### src/rtl/qa_sched.sv
// Round-robin scheduler that shares one paced output channel between N_CH buffered producers.
// Words are issued one per GAP-cycle slot. The first overflow switches to a sticky error-code stream.
module qa_sched #(
    parameter int          WIDTH     = 32,
    parameter int          N_CH      = 4,
    parameter int          CH_W      = 2,
    parameter int          DEPTH     = 4,
    parameter int          GAP       = 64,
    parameter logic [31:0] ERRORCODE = 32'hDEADBEEF
) (
    input  logic                    clk,
    input  logic                    reset,
    input  logic [N_CH*WIDTH-1:0]   in_data,
    input  logic [N_CH-1:0]         in_nd,
    output logic [WIDTH-1:0]        out_data,
    output logic                    out_nd,
    output logic [CH_W-1:0]         out_chan,
    output logic                    error,
    output logic [N_CH-1:0]         error_chan
);

    localparam int               AW       = $clog2(DEPTH);
    localparam int               GW       = $clog2(GAP);
    localparam logic [GW-1:0]    GAP_LOAD = GW'(GAP - 1);
    localparam logic [AW:0]      FULL_CNT = (AW + 1)'(DEPTH);
    localparam logic [WIDTH-1:0] ERR_WORD = WIDTH'(ERRORCODE);

    typedef enum logic [1:0] {IDLE, WAIT, ERR} state_t;

    state_t state, state_next;

    logic [WIDTH-1:0] mem [N_CH][DEPTH];
    logic [AW-1:0]    wr_ptr [N_CH];
    logic [AW-1:0]    rd_ptr [N_CH];
    logic [AW:0]      count [N_CH];
    logic [WIDTH-1:0] head [N_CH];

    logic [GW-1:0]    gap_cnt;
    logic [CH_W-1:0]  last_granted;

    logic [N_CH-1:0]  avail;
    logic [N_CH-1:0]  full;
    logic [N_CH-1:0]  push;
    logic [N_CH-1:0]  pop;
    logic [N_CH-1:0]  overflow;
    logic [CH_W:0]    pick;
    logic [CH_W:0]    err_pick;
    logic             issue_data;
    logic             issue_err;

    // First requesting channel strictly after 'last', wrapping; MSB of the result is the found flag.
    function automatic logic [CH_W:0] rr_pick(input logic [N_CH-1:0] req,
                                              input logic [CH_W-1:0] last);
        logic [CH_W:0] r;
        int            c;
        r = '0;
        for (int k = N_CH; k >= 1; k--) begin
            c = int'(last) + k;
            if (c >= N_CH) c = c - N_CH;
            if (req[c]) r = {1'b1, CH_W'(c)};
        end
        return r;
    endfunction

    function automatic logic [CH_W:0] lowest_set(input logic [N_CH-1:0] v);
        logic [CH_W:0] r;
        r = '0;
        for (int k = N_CH - 1; k >= 0; k--) begin
            if (v[k]) r = {1'b1, CH_W'(k)};
        end
        return r;
    endfunction

    // An empty FIFO with a push this cycle presents the incoming word as its head (bypass).
    always_comb begin
        avail = '0;
        full  = '0;
        for (int i = 0; i < N_CH; i++) begin
            full[i]  = (count[i] == FULL_CNT);
            avail[i] = (count[i] != '0) || in_nd[i];
            head[i]  = (count[i] == '0) ? in_data[i*WIDTH +: WIDTH] : mem[i][rd_ptr[i]];
        end
    end

    assign pick     = rr_pick(avail, last_granted);
    assign err_pick = lowest_set(error_chan);

    always_comb begin
        state_next = state;
        issue_data = 1'b0;
        issue_err  = 1'b0;
        pop        = '0;
        case (state)
            IDLE: begin
                if (error) begin
                    state_next = ERR;
                end else if (pick[CH_W]) begin
                    issue_data = 1'b1;
                    pop        = N_CH'(1) << pick[CH_W-1:0];
                    state_next = WAIT;
                end
            end
            WAIT: begin
                if (error) begin
                    state_next = ERR;
                end else if (gap_cnt <= GW'(1)) begin
                    state_next = IDLE;
                end
            end
            ERR: begin
                if (gap_cnt == '0) issue_err = 1'b1;
            end
            default: state_next = IDLE;
        endcase
    end

    // A push into a full FIFO survives only if the same FIFO is popped in that cycle.
    always_comb begin
        push     = '0;
        overflow = '0;
        for (int i = 0; i < N_CH; i++) begin
            push[i]     = in_nd[i] && (!full[i] || pop[i]);
            overflow[i] = in_nd[i] && full[i] && !pop[i];
        end
    end

    always_ff @(posedge clk) begin
        for (int i = 0; i < N_CH; i++) begin
            if (push[i]) mem[i][wr_ptr[i]] <= in_data[i*WIDTH +: WIDTH];
        end
    end

    always_ff @(posedge clk) begin
        if (reset) begin
            state        <= IDLE;
            gap_cnt      <= '0;
            last_granted <= CH_W'(N_CH - 1);
            out_data     <= '0;
            out_nd       <= 1'b0;
            out_chan     <= '0;
            error        <= 1'b0;
            error_chan   <= '0;
            for (int i = 0; i < N_CH; i++) begin
                wr_ptr[i] <= '0;
                rd_ptr[i] <= '0;
                count[i]  <= '0;
            end
        end else begin
            state  <= state_next;
            out_nd <= issue_data || issue_err;

            if (issue_data || issue_err) begin
                gap_cnt <= GAP_LOAD;
            end else if (gap_cnt != '0) begin
                gap_cnt <= gap_cnt - GW'(1);
            end

            if (issue_data) begin
                out_data     <= head[pick[CH_W-1:0]];
                out_chan     <= pick[CH_W-1:0];
                last_granted <= pick[CH_W-1:0];
            end else if (issue_err) begin
                out_data <= ERR_WORD;
                out_chan <= err_pick[CH_W-1:0];
            end

            error_chan <= error_chan | overflow;
            if (|overflow) error <= 1'b1;

            for (int i = 0; i < N_CH; i++) begin
                if (push[i]) wr_ptr[i] <= wr_ptr[i] + AW'(1);
                if (pop[i])  rd_ptr[i] <= rd_ptr[i] + AW'(1);
                if (push[i] && !pop[i]) begin
                    count[i] <= count[i] + (AW + 1)'(1);
                end else if (!push[i] && pop[i]) begin
                    count[i] <= count[i] - (AW + 1)'(1);
                end
            end
        end
    end

endmodule

### config.mk
export PLATFORM = sky130hd
export DESIGN_NAME = qa_sched
export DESIGN_NICKNAME = d
export VERILOG_FILES = /design/src/rtl/qa_sched.sv
export SDC_FILE = /design/constraint.sdc
export NUM_CORES = 1
export LEC_CHECK = 0
export CAP_MARGIN = 20
export CORE_MARGIN = 1
export CORE_UTILIZATION = 45
export DETAILED_ROUTE_END_ITERATION = 8
export PLACE_DENSITY = 0.62
export SYNTH_ARGS = -nofsm -noshare
export SYNTH_HDL_FRONTEND = slang
export SYNTH_SLANG_ARGS = --single-unit
### constraint.sdc
create_clock -name clk -period 5.4 [get_ports clk]
set_input_delay 1.62 -clock clk [delete_from_list [all_inputs] [get_ports clk]]
set_output_delay 1.62 -clock clk [all_outputs]
set_load 0.05 [all_outputs]
run_1/flops_by_reg.png
Other sequential cells in the stronger grey, the rest of the logic in the fainter grey.
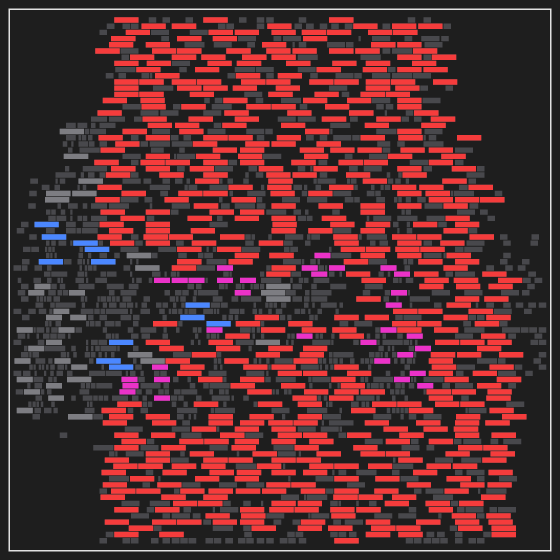
Magenta marks out_data, placed flops 32. Blue marks count, placed flops 12, where left middle. Red marks mem, placed flops 512.
Another 34 sequential cells are not coloured.
seq pwr: 0.00612 W
Final Core Density: 54.2%
Seq/total area: 58.7%
register area: 0.0172 mm2

run_1/placement_by_type.png
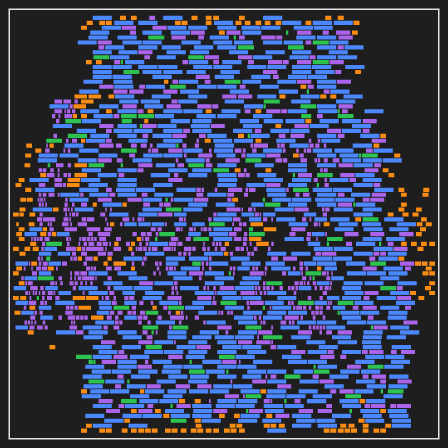
Purple marks combinational and other logic, cells 733. Green marks clock drivers and dummy loads, cells 106. Blue marks flops, cells 590. Orange marks other buffers and delay cells, cells 217.

run_1/sizes.png
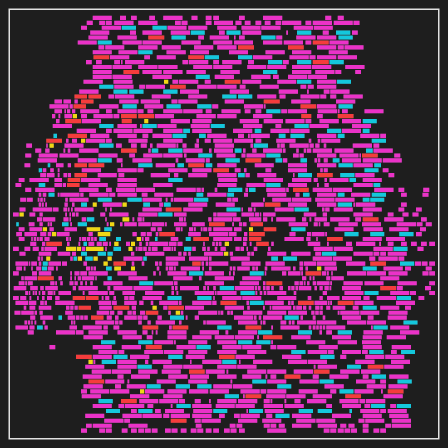
Magenta marks _0 and _1 cells, cells 1,341, share 81%. Yellow marks _3 and _4 cells, cells 36, share 2.2%. Red marks _6 and larger, cells 83, share 5.0%. Cyan marks _2 cells, cells 186, share 11%.

==> impl_metrics.env, run 1 <==
# implementation run metrics
export IMPL_grt_overflow_total=0
export IMPL_lay_top_cells="edfxtp_1, clkdlybuf4s50_1, mux4_2"
export IMPL_synth_top_area_share_pct=65.3
export IMPL_p_per_area_mw_per_mm2=542
export IMPL_htree_levels=2
export IMPL_tool_warnings=41
export IMPL_worstSetupStartpointType="input port"
export IMPL_cts_resized=0
export IMPL_ioPinCount=174
export IMPL_synth_chip_area_mm2=0.0248
export IMPL_drcViolationCount=0
export IMPL_drive_above_1_share_pct=18.5
export IMPL_finalHoldViolCount=0
export IMPL_adder_share_pct=1.30
export IMPL_avgSynthCellArea_um2=17.5
export IMPL_power_frac_comb_pct=37.4
export IMPL_grt_pass1_vias=13748
export IMPL_p_seq_share_pct=38.5
export IMPL_cts_setup_buffers=0
export IMPL_hold_buffers=0
export IMPL_dr_pass1_iters=6
export IMPL_grt_max_degree=58
export IMPL_dp_slack_ps=530
export IMPL_mux_share_pct=16.5
export IMPL_cts_buffers=59
export IMPL_finClkSkew_ps=28.8
export IMPL_rsz0062_at_grt="false"
export IMPL_vias=13797
export IMPL_pg_clk_w=0.00383
export IMPL_fillers=4224
export IMPL_ys_sh_simple_pct=4.79
export IMPL_ff_type="edfxtp_1"
export IMPL_internal_power_w=0.0102
export IMPL_worst_path_max_fanout=8
export IMPL_comb_area_mm2=0.00708
export IMPL_p_comb_w=0.00594
export IMPL_cp_startpoint="in_nd[1]"
export IMPL_critPathArrivalTime_ps=4770
export IMPL_layout_top_cell="edfxtp_1"
export IMPL_topCombFamilyByArea="multiplexers"
export IMPL_area_growth_pct=18.1
export IMPL_cts_sinks=590
export IMPL_syn_area_mm2=0.0248
export IMPL_syn_nets=1578
export IMPL_synth_cell_types=65
export IMPL_syn_inst=1420
export IMPL_worstSetupPathType="in -> reg"
export IMPL_yosys_warnings=0
export IMPL_final_setup_viol_count=0
export IMPL_path_common_cell="or3_1"
export IMPL_drv_cap=0
export IMPL_antenna_found_initial=0
export IMPL_r2r_setup_slack_ps=1940
export IMPL_clkLatencyLatePin_ps=630
export IMPL_cp_slowest_cell="nor4_2"
export IMPL_wire_per_inst_um=26.0
export IMPL_p_sw_w=0.00570
export IMPL_ys_sh_xor_pct=0.423
export IMPL_status="finished, final reports clean"
export IMPL_grt_util_all_layers_pct=22.0
export IMPL_setup_worst_path_end_class="flop"
export IMPL_postRouteAntennaNets=0
export IMPL_crit_required_ps=5880
export IMPL_die_h_um=237
export IMPL_drv_slew=0
export IMPL_maxSlewHeadroom_pct=41.9
export IMPL_via_per_inst=5.89
export IMPL_min_path_type="reg -> reg"
-- run 1: kinds of logic after synthesis --
family / after synthesis
buffers and inverters: 123
muxes: 244
xor gates and xnor gates: 12
and+or+nand+nor: 230
adders and majority gates: 24
AOI/OAI and AO/OA: 197
DFF: 590
-- run 1: how the worst min path moves through the flow --
| stage | to | slack, ps | cells past startpoint | startpoint |
|---|---|---|---|---|
| 6_report | state[1] | 500 | 1 | state[0] |
| 5_1_grt | error_chan[3] | 520 | 2 | error_chan[3] |
| 4_1_cts | error_chan[1] | 500 | 2 | error_chan[1] |
| 3_5_place_dp | state[1] | 480 | 1 | state[0] |
| 3_3_place_gp | error_chan[1] | 480 | 2 | error_chan[1] |
| 2_1_floorplan | state[1] | 450 | 1 | state[0] |
-- run 1: flip-flops by register name, summed over array words and instances, names as in the netlist --
| register | flops |
|---|---|
| rd_ptr | 8 |
| out_nd | 1 |
| wr_ptr | 8 |
| out_chan | 2 |
| error | 1 |
| gap_cnt | 6 |
| mem | 512 |
| count | 12 |
| error_chan | 4 |
| last_granted | 2 |
| state | 2 |
| out_data | 32 |
-- run 1: routing by layer --
layer	global-route usage, %	up-vias	wire, um	part of all wire [%]
met5	0	-	0	0
met4	6.32	0	1520	2.5
met3	4.63	87	4380	7.2
met2	35.3	523	29800	49
met1	30.4	7091	25200	41
li1	-	6096	-	-
-- run 1: per-stage QoR --
step | cell area (um2) | power [W] | hold slack, ps
2_1_floorplan | 24800 | 0.0102 | 446
3_3_place_gp | 27500 | 0.0121 | 476
3_5_place_dp | 27500 | 0.0122 | 482
4_1_cts | 29300 | 0.0160 | 500
5_1_grt | 29300 | 0.0166 | 521
6_report | 29300 | 0.0159 | 498
-- run 1: critical path, delay by kind of cell --
| kind | cells | cell delay, ps |
|---|---|---|
| AND/OR/NAND/NOR | 4 | 1480 |
| buffers and inverters | 1 | 540 |
| AND-OR/OR-AND | 2 | 410 |
| adder cells (fa/ha/maj) | 1 | 390 |
| multiplexers | 1 | 190 |
| XOR/XNOR | 1 | 150 |
-- run 1: cells in the mapped netlist (2+ instances only) --
cell type and count:
buf_1 10, nand4_1 5, nand2_2 2, o21ai_0 28
a21o_1 7, nor4_1 6, a211o_1 8, xnor2_1 11
o22a_1 2, or4_1 4, and2_1 21, nor2b_1 2
or3_1 8, nor2_1 40, a2111oi_0 3, mux2_2 30
buf_6 10, fa_1 3, edfxtp_1 540, inv_1 26
and3_1 8, clkbuf_1 53, buf_2 20, nand2_1 47
a21boi_1 2, a211oi_1 33, nand3_1 53, nor3_1 18
ha_1 21, or2_2 3, dfxtp_1 50, mux4_2 128
buf_4 4, a31oi_1 28, nand2b_1 2, o211ai_1 30
a21oi_2 2, a21oi_1 42, mux2i_1 84
-- run 1: layout make-up --
| class | instances | area share [%] |
|---|---|---|
| clock buffer | 80 | 5.41 |
| clock inverter | 26 | 0.704 |
| tap | 696 | 2.97 |
| timing repair buffer | 217 | 7.74 |
| sequential | 590 | 58.7 |
| multi-input combinational | 707 | 24.1 |
| inverter | 26 | 0.333 |
run_1/congestion.png
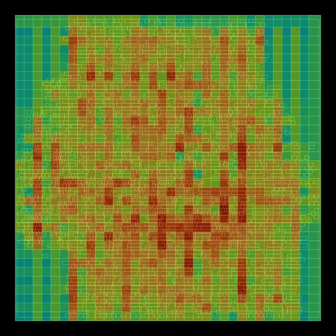

==> run 1 -> run 2 <==
- clock period: 5.4 -> 4.5 ns (I/O delays scaled with it)
run_2/congestion.png
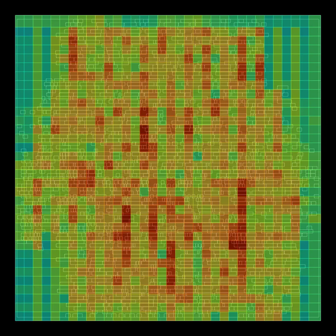
GR Util met3: 4.44%
GR peak layer: met2
met1 GRT Util: 30.5%
WL per Instance: 25.5 um
met2 GRT Util: 34.3%

run_2/sizes.png
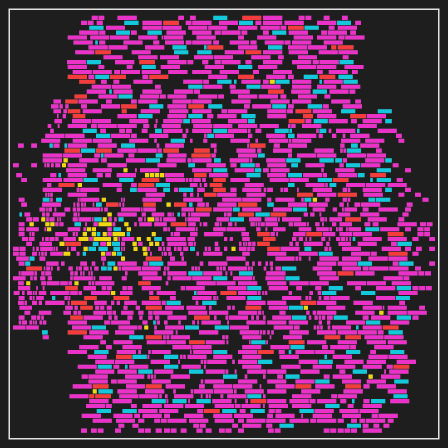
Red marks _6 and larger, cells 96, share 5.7%. Cyan marks _2 cells, cells 203, share 12%. Yellow marks _3 and _4 cells, cells 58, share 3.5%. Magenta marks _0 and _1 cells, cells 1,323, share 79%.
Final WS setup: 631 ps
Non-Clock Buffer Count: 242
synth-to-layout area growth: 20.1%

run_2/cell_density.png
The die is cut into 24 by 24 equal tiles; black is low, pale yellow is high, 0 to 100% covered.
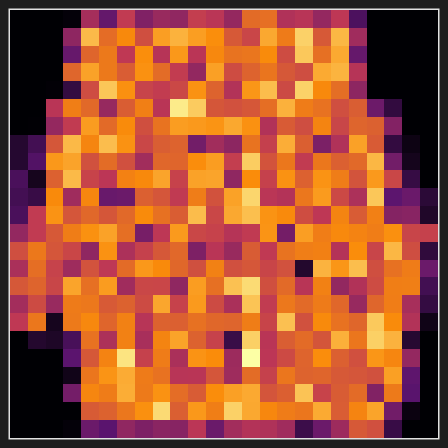
19% of the tiles are over 75% full. The emptiest ninth of the die: top right. The mean over all tiles is 52%. 13% of the tiles are nearly empty. The fullest tile reaches 100%.

==> impl_metrics.env, run 2 <==
# implementation run metrics
export IMPL_avgSynthCellArea_um2=17.5
export IMPL_setup_worst_path_end_class="flop"
export IMPL_synth_top_cells_by_count="edfxtp_1, mux4_2, mux2i_1"
export IMPL_finClkSkew_ps=18.5
export IMPL_cts_sinks=590
export IMPL_drive_above_1_share_pct=21.3
export IMPL_nNetsFinal=1786
export IMPL_fmax_mhz=258
export IMPL_cp_slowest_cell="or4_1"
export IMPL_worstSetupStartpointType="input port"
export IMPL_largest_register_ffs=512
export IMPL_drtIter0Drc=1106
export IMPL_layout_top_cell="edfxtp_1"
export IMPL_fin_area_mm2=0.0298
export IMPL_grt_pass1_vias=14111
export IMPL_dp_slack_ps=28.5
export IMPL_worst_path_max_fanout=8
export IMPL_synth_top_area_share_pct=65.3
export IMPL_grt_max_degree=40
export IMPL_drv_cap=0
export IMPL_place_area_mm2=0.0278
export IMPL_syn_nets=1578
export IMPL_ff_type="edfxtp_1"
export IMPL_final_setup_viol_count=0
export IMPL_p_per_area_mw_per_mm2=664
export IMPL_crit_required_ps=4970
export IMPL_postRouteAntennaNets=0
export IMPL_synth_most_common_cell="edfxtp_1"
export IMPL_clkLatencyLatePin_ps=620
export IMPL_final_util_pct=55.1
export IMPL_syn_area_mm2=0.0248
export IMPL_grt_util_all_layers_pct=21.8
export IMPL_holdWs_ps=484
export IMPL_power_frac_comb_pct=37.4
export IMPL_cp_buffers_inverters=1
export IMPL_yosys_warnings=0
export IMPL_fillers=4153
export IMPL_cts_resized=0
export IMPL_hold_buffers=0
export IMPL_critPathTopFamily="simple AND/OR/NAND/NOR gates"
export IMPL_cts_setup_buffers=0
export IMPL_synth_chip_area_mm2=0.0248
export IMPL_mux_share_pct=16.5
export IMPL_die_h_um=237
export IMPL_lay_top_cells="edfxtp_1, clkdlybuf4s50_1, mux4_2"
export IMPL_antenna_found_initial=1
export IMPL_min_path_type="reg -> reg"
export IMPL_wl_mm=60.6
export IMPL_p_sw_w=0.00706
export IMPL_ioPinCount=174
export IMPL_tool_warnings=41
export IMPL_io_buffers=173
export IMPL_setup_tns_ps=0
export IMPL_critPathArrivalTime_ps=4340
export IMPL_vias=13905
export IMPL_grt_overflow_total=0
export IMPL_topCombFamilyByArea="multiplexers"
export IMPL_htree_levels=2
export IMPL_p_seq_share_pct=37.0
export IMPL_ys_sh_simple_pct=4.79
export IMPL_internal_power_w=0.0128
export IMPL_cp_startpoint="in_nd[1]"
export IMPL_dr_pass1_iters=5
export IMPL_synth_top_cell_by_area="edfxtp_1"
export IMPL_maxSlewHeadroom_pct=29.3
export IMPL_swShare_pct=35.6
export IMPL_syn_inst=1420
export IMPL_drv_slew=0
export IMPL_path_common_cell="or3_1"
export IMPL_path_depth=9
export IMPL_comb_area_mm2=0.00708
export IMPL_worstSetupPathType="in -> reg"
export IMPL_initial_core_util_pct=45.9
export IMPL_adder_share_pct=1.30
export IMPL_status="finished, final reports clean"
export IMPL_ff_latch_area_mm2=0.0172
export IMPL_ys_sh_xor_pct=0.423
export IMPL_rsz0062_at_grt="false"
export IMPL_ys_sh_aoi_pct=5.40
export IMPL_via_per_inst=5.85
export IMPL_drcViolationCount=0
export IMPL_synth_cell_types=65
export IMPL_postSynthSeqShare_pct=69.3
export IMPL_finalHoldViolCount=0
export IMPL_cts_buffers=61
export IMPL_r2r_setup_slack_ps=1160
-- run 2: cell counts after synthesis --
Identical to the previous run, type by type.
-- run 2: worst min-delay path by stage --
| stage | start | slack (ps) | cells after the start | end |
|---|---|---|---|---|
| floorplan | state[0] | 450 | 1 | state[1] |
| finish | error_chan[1] | 480 | 2 | error_chan[1] |
| global placement | state[0] | 470 | 1 | state[1] |
| CTS | error_chan[1] | 490 | 2 | error_chan[1] |
| detailed placement | error_chan[1] | 480 | 2 | error_chan[1] |
| global route | error_chan[3] | 520 | 2 | error_chan[3] |
-- run 2: cells by family (layout without fill, tap and decap cells) --
family	Yosys count	in the layout
buffers and inverters	123	383
other	0	1
adder cells (fa/ha/maj)	24	24
flip-flops	590	590
multiplexers	244	244
XOR/XNOR	12	12
AND-OR/OR-AND	197	197
AND/OR/NAND/NOR	230	230
-- run 2: cell type report --
| cell class | instances | area share [%] |
|---|---|---|
| tap | 696 | 2.92 |
| clock buffer | 64 | 5.16 |
| sequential | 590 | 57.7 |
| inverter | 26 | 0.327 |
| multi-input combinational | 707 | 23.7 |
| clock inverter | 51 | 1.64 |
| antenna | 1 | 0.00839 |
| timing repair buffer | 242 | 8.48 |
-- run 2: metal layers --
layer / share of wire (%) / vias to the layer above
li1: - / 6170
met1: 43 / 7187
met2: 48 / 457
met3: 6.6 / 91
met4: 2.6 / 0
met5: 0 / -
-- run 2: tightest hold or removal path, stage by stage, from the launching register on --
cell,delay [ps]
dfxtp_1,330
inv_1,60
a21oi_1,50
-- run 2: metrics by stage --
stage               cells  power (W)
global route         2377     0.0207
CTS                  2375     0.0200
detailed placement   2260     0.0149
finish               2377     0.0198
floorplan            1420     0.0122
global placement     2260     0.0148
-- run 2: power groups by stage --
stage / Combinational (W) / Clock, W / Sequential, W
2_1_floorplan: 0.00456 / 0 / 0.00764
3_3_place_gp: 0.00739 / 0 / 0.00743
3_5_place_dp: 0.00744 / 0 / 0.00745
4_1_cts: 0.00746 / 0.00517 / 0.00735
5_1_grt: 0.00793 / 0.00536 / 0.00740
6_report: 0.00741 / 0.00507 / 0.00733
run_2/flops_by_reg.png
Other sequential cells in the stronger grey, the rest of the logic in the fainter grey.
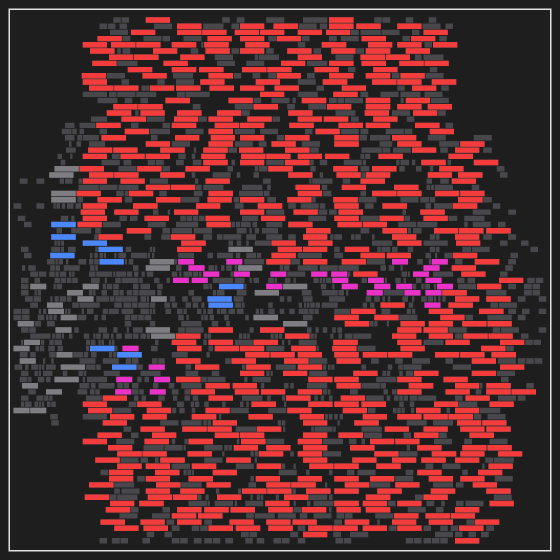

==> run 2 -> run 3 <==
- CAP_MARGIN: 20 -> 25
run_3/flops_by_reg.png
Other sequential cells in the stronger grey, the rest of the logic in the fainter grey.
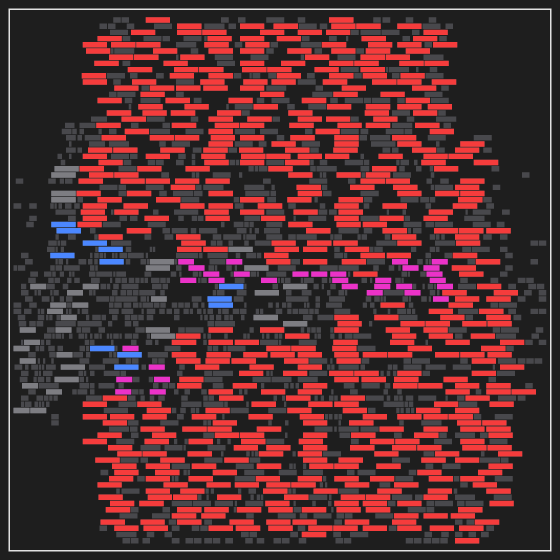
Red marks mem, placed flops 512, where spread over the die. Magenta marks out_data, placed flops 32. Blue marks count, placed flops 12, where left middle.
Another 34 sequential cells are not coloured.
Seq/total area: 57.9%
Final Core Density: 54.9%
seq pwr: 0.00732 W

run_3/cell_density.png
The die is cut into 24 by 24 equal tiles; black is low, pale yellow is high, 0 to 100% covered.
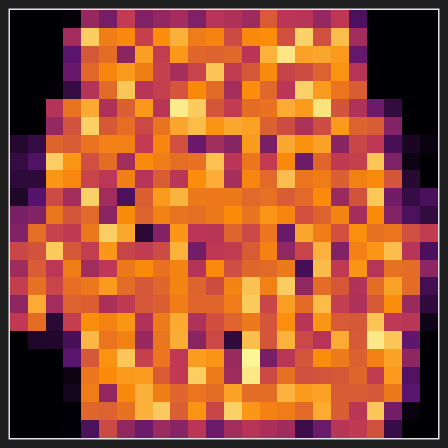
12% of the tiles are nearly empty. The fullest tile reaches 98%. The mean over all tiles is 51%. 20% of the tiles are over 75% full.
core area: 0.0541 mm2
fp util: 45.9%

run_3/placement_by_type.png
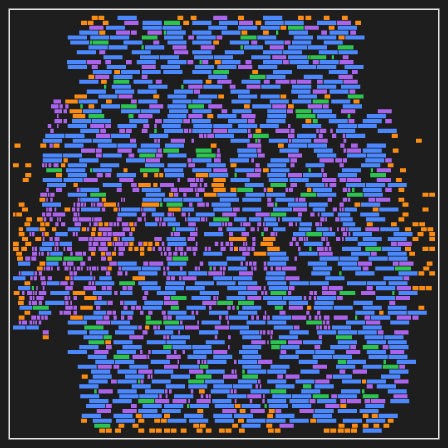
Orange marks other buffers and delay cells, cells 243. Purple marks combinational and other logic, cells 733. Blue marks flops, cells 590. Green marks clock drivers and dummy loads, cells 112.
Row Count: 85
post-route cell area: 0.0297 mm2

==> impl_metrics.env, run 3 <==
# implementation run metrics
export IMPL_final_setup_viol_count=0
export IMPL_htree_levels=2
export IMPL_drv_cap=0
export IMPL_cts_setup_buffers=0
export IMPL_worst_path_max_fanout=8
export IMPL_setup_worst_path_end_class="flop"
export IMPL_topCombFamilyByArea="multiplexers"
export IMPL_r2r_setup_slack_ps=1130
export IMPL_wire_per_inst_um=25.5
export IMPL_antenna_found_initial=2
export IMPL_min_path_type="reg -> reg"
export IMPL_cts_sinks=590
export IMPL_vias=13890
export IMPL_die_h_um=237
export IMPL_syn_area_mm2=0.0248
export IMPL_p_per_area_mw_per_mm2=659
export IMPL_drtIter0Drc=1200
export IMPL_grt_overflow_total=0
export IMPL_synth_top_cell_by_area="edfxtp_1"
export IMPL_hold_buffers=0
export IMPL_synth_top_cells_by_count="edfxtp_1, mux4_2, mux2i_1"
export IMPL_avgSynthCellArea_um2=17.5
export IMPL_internal_power_w=0.0126
export IMPL_syn_nets=1578
export IMPL_nNetsFinal=1785
export IMPL_adder_share_pct=1.30
export IMPL_mux_share_pct=16.5
export IMPL_drive_above_1_share_pct=20.7
export IMPL_io_buffers=173
export IMPL_via_per_inst=5.85
export IMPL_synth_chip_area_mm2=0.0248
export IMPL_lay_top_cells="edfxtp_1, clkdlybuf4s50_1, mux4_2"
export IMPL_clkLatencyLatePin_ps=620
export IMPL_ff_latch_area_mm2=0.0172
export IMPL_ys_sh_xor_pct=0.423
export IMPL_ff_type="edfxtp_1"
export IMPL_cts_buffers=59
export IMPL_syn_inst=1420
export IMPL_grt_util_all_layers_pct=22.0
export IMPL_place_area_mm2=0.0278
export IMPL_dp_slack_ps=25.5
export IMPL_drv_slew=0
export IMPL_setup_slack_ps=608
export IMPL_drcViolationCount=0
export IMPL_synthArstFlopShare_pct=0
export IMPL_finalHoldViolCount=0
export IMPL_crit_required_ps=4970
export IMPL_wl_mm=60.7
export IMPL_ys_sh_aoi_pct=5.40
export IMPL_postRouteAntennaNets=0
export IMPL_maxSlewHeadroom_pct=41.9
export IMPL_fmax_mhz=257
export IMPL_synth_most_common_cell="edfxtp_1"
export IMPL_ys_sh_simple_pct=4.79
export IMPL_worstSetupPathType="in -> reg"
export IMPL_cts_resized=0
export IMPL_grt_max_degree=40
export IMPL_p_seq_share_pct=37.3
export IMPL_ioPinCount=174
export IMPL_fillers=4169
export IMPL_status="finished, final reports clean"
export IMPL_synth_cell_types=65
export IMPL_min_path_cells=2
export IMPL_comb_area_mm2=0.00708
export IMPL_dp_cells=2261
export IMPL_yosys_warnings=0
export IMPL_synth_top_area_share_pct=65.3
export IMPL_layout_top_cell="edfxtp_1"
export IMPL_finClkSkew_ps=19.2
export IMPL_area_growth_pct=19.7
export IMPL_p_sw_w=0.00697
export IMPL_largest_register_ffs=512
export IMPL_swShare_pct=35.5
export IMPL_rsz0062_at_grt="false"
export IMPL_grt_pass1_vias=14032
export IMPL_critPathArrivalTime_ps=4360
export IMPL_dr_pass1_iters=5
export IMPL_power_frac_comb_pct=37.9
export IMPL_peakVddDrop_mv=0.446
export IMPL_setup_tns_ps=0
export IMPL_worstSetupStartpointType="input port"
export IMPL_tool_warnings=41
export IMPL_postSynthSeqShare_pct=69.3
-- run 3: cell counts after synthesis --
No cell type changed its count.
-- run 3: logic make-up after synthesis --
group,after synthesis
mux,244
xor+xnor,12
compound gates,197
simple gates,230
buf+inv,123
fa+ha+maj,24
flops,590
-- run 3: worst paths after layout --
check	to	from
setup / recovery	count[2][2]	in_nd[1]
hold / removal	error_chan[1]	error_chan[1]
setup reg to reg	count[0][2]	count[3][0]
hold reg to reg	error_chan[1]	error_chan[1]
-- run 3: power groups by stage --
stage / Clock [W] / Sequential (W) / Combinational [W]
2_1_floorplan: 0 / 0.00764 / 0.00456
3_3_place_gp: 0 / 0.00743 / 0.00739
3_5_place_dp: 0 / 0.00744 / 0.00747
4_1_cts: 0.00496 / 0.00733 / 0.00750
5_1_grt: 0.00517 / 0.00740 / 0.00794
6_report: 0.00486 / 0.00732 / 0.00742
-- run 3: layout make-up --
type | instances | share of cell area [%]
sequential | 590 | 57.9
clock buffer | 78 | 5.47
clock inverter | 34 | 0.980
inverter | 26 | 0.328
timing repair buffer | 243 | 8.59
multi-input combinational | 707 | 23.8
antenna | 2 | 0.0168
tap | 696 | 2.93
-- run 3: routing by layer --
metal,vias to the layer above,track usage [%],part of all wire [%]
li1,6142,-,-
met1,7207,31.5,43
met2,469,35.0,49
met3,72,3.88,6.0
met4,0,5.49,2.0
met5,-,0,0
-- run 3: through the flow --
step | hold WS [ps] | total power (W)
finish | 486 | 0.0196
global route | 514 | 0.0205
CTS | 488 | 0.0198
detailed placement | 475 | 0.0149
global placement | 474 | 0.0148
floorplan | 446 | 0.0122
-- run 3: worst max-delay path: stages --
cell,delay [ps]
clkdlybuf4s50_1,540
or4_1,680
o21ai_2,230
nand2_1,160
or3_1,410
fa_1,400
xnor2_1,160
or3_1,310
a21oi_1,120
Power is estimated from default activity; no workload was simulated.
